==> config.mk <==
export PLATFORM = sky130hd
export DESIGN_NAME = wb_merge_flat
export DESIGN_NICKNAME = d
export VERILOG_FILES = /design/src/rtl/wb_merge_pkg.sv /design/src/rtl/wb_merge_if.sv /design/src/rtl/wb_merge_ld_fifo.sv /design/src/rtl/wb_merge.sv /design/src/flat_wrapper.sv
export SDC_FILE = /design/constraint.sdc
export NUM_CORES = 1
export LEC_CHECK = 0
export CAP_MARGIN = 15
export CORE_MARGIN = 5
export CORE_UTILIZATION = 50
export DETAILED_ROUTE_END_ITERATION = 16
export PLACE_DENSITY = 0.75
export SLEW_MARGIN = 30
export SYNTH_ARGS = -nofsm -noshare
export SYNTH_HDL_FRONTEND = slang
export SYNTH_HIERARCHICAL = 1
export SYNTH_SLANG_ARGS = --single-unit
export TNS_END_PERCENT = 10
==> constraint.sdc <==
create_clock -name clk -period 6.25 [get_ports clk]
set_clock_uncertainty 0.05 [all_clocks]
set_input_delay 1.25 -clock clk [delete_from_list [all_inputs] [get_ports clk]]
set_output_delay 1.25 -clock clk [all_outputs]
set_load 0.02 [all_outputs]
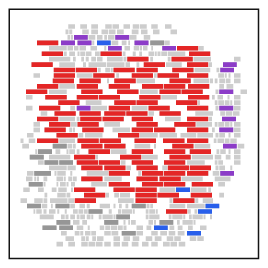
flops_by_reg.png
Drawn at 2 px/um.
- blue: u_core/bus.wb_phy_addr (sequential cells 6)
- red: u_core/u_ld_fifo/r_mem (sequential cells 116)
- purple: u_core/bus.wb_data (sequential cells 16)
Seq. cell area: 4310 um^2
sequential power: 1150 uW
sequential cell area share: 52.7%
Layout Utilization: 64.5%

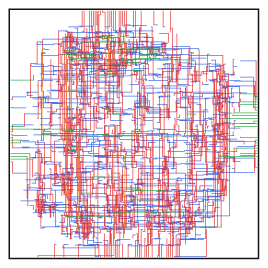
wires.png
Drawn at 2 px/um.
- red: metal 2 (wire length 7740 um)
- blue: metal 1 (wire length 5980 um)
- green: metal 3 (wire length 795 um)
- orange: metal 4 (wire length 480 um)
wire per inst: 21.5 um
Vias: 4136
Tot GR Track Use: 20.7%

==> impl_metrics.json <==
{
  "outcome": "finished clean",
  "cts.sinks": 157,
  "synth.yosys.warnings": 6,
  "drt_pass1_iterations": 5,
  "hold_slack_ns": 0.446,
  "drtIter0Drc": 371,
  "yosysTopAreaCell": "edfxtp_1",
  "crit_path_end_kind": "output pin",
  "fin_cells": 699,
  "period_minus_slack_ns": 4.26,
  "rsz0062_at_grt": "false",
  "switching_share_pct": 20.9,
  "synth_flops": 157,
  "drt-total-wl_um": 15000,
  "holdPathStages": 2,
  "postSynthAreaPerCell_um2": 15.3,
  "core_util_floorplan_pct": 51.2,
  "htreeDepth": 4,
  "placed_area_um2": 7540,
  "hold_class": "reg -> reg",
  "drc": 0,
  "crit_path_start_kind": "primary input",
  "synth.top_cells.by_area": "edfxtp_1, dfxtp_1, mux4_2",
  "post-cts-setup-buffer-count": 0,
  "criticalPathCategory": "in -> out",
  "synth.distinct_cells": 37,
  "cts_resized": 0,
  "setup_violations": 0,
  "crit_fanout": 5,
  "top_cell_area_share_pct": 53.7,
  "std_cell_rows": 41
}
## layer usage
layer | global-route usage, % | wire (um)
met1 | 25.6 | 5980
met2 | 34.1 | 7740
met3 | 4.18 | 795
met4 | 11.3 | 480
met5 | 0 | 0
## power groups by stage
stage               clock (uW)  combinational (uW)  sequential (uW)
floorplan                    0                79.6             1190
global placement             0                 201             1170
detailed placement           0                 205             1170
CTS                       1110                 206             1150
global route              1160                 221             1150
finish                    1090                 206             1150
## through the flow
stage               power, uW  utilization, %  worst slack (ns)
floorplan                1270               -              2.65
global placement         1370            59.5              1.83
detailed placement       1380            59.5              1.98
CTS                      2470            64.5              1.99
global route             2530            64.5              1.91
finish                   2450            64.5              1.99
## cells in the final DEF, fill, tap and decap left out, drive strengths merged, types with 3 or more instances in the layout
cell | synthesis | routed
edfxtp | 116 | 116
clkdlybuf4s50 | 0 | 95
nor2 | 42 | 42
dfxtp | 41 | 41
a21oi | 33 | 33
nand3 | 29 | 29
o211ai | 29 | 29
mux4 | 29 | 29
a311oi | 29 | 29
clkbuf | 11 | 19
buf | 23 | 10
and3 | 7 | 7
ha | 6 | 6
clkinv | 0 | 6
bufinv | 0 | 5
inv | 4 | 4
xnor2 | 3 | 3
nor3 | 3 | 3
## cell families (layout without fill, tap and decap cells)
logic type                 Yosys count  count (layout)  share of synthesized area (%)
muxes                               31              31                           10.4
DFF                                157             157                           66.4
AOI/OAI and AO/OA                   97              97                           11.4
xor gates and xnor gates             5               5                          0.676
buffers and inverters               38             141                           3.17
adders and majority gates            7               7                           1.47
and+or+nand+nor                     89              89                           6.45
## layout make-up
cell class	count	area, um^2	share of cell area [%]
inverter	4	15.0	0.184
multi-input combinational	229	1980	24.3
sequential	157	4310	52.7
tap	172	215	2.63
clock buffer	19	433	5.30
timing repair buffer	105	1020	12.5
clock inverter	13	196	2.40
## critical path: stages
cell	delay (ns)
clkdlybuf4s50_1	0.48
or2_1	0.28
a21oi_2	0.15
o21ai_0	0.08
and3_1	0.19
clkdlybuf4s50_1	0.53
Power and IR drop assume default switching activity.
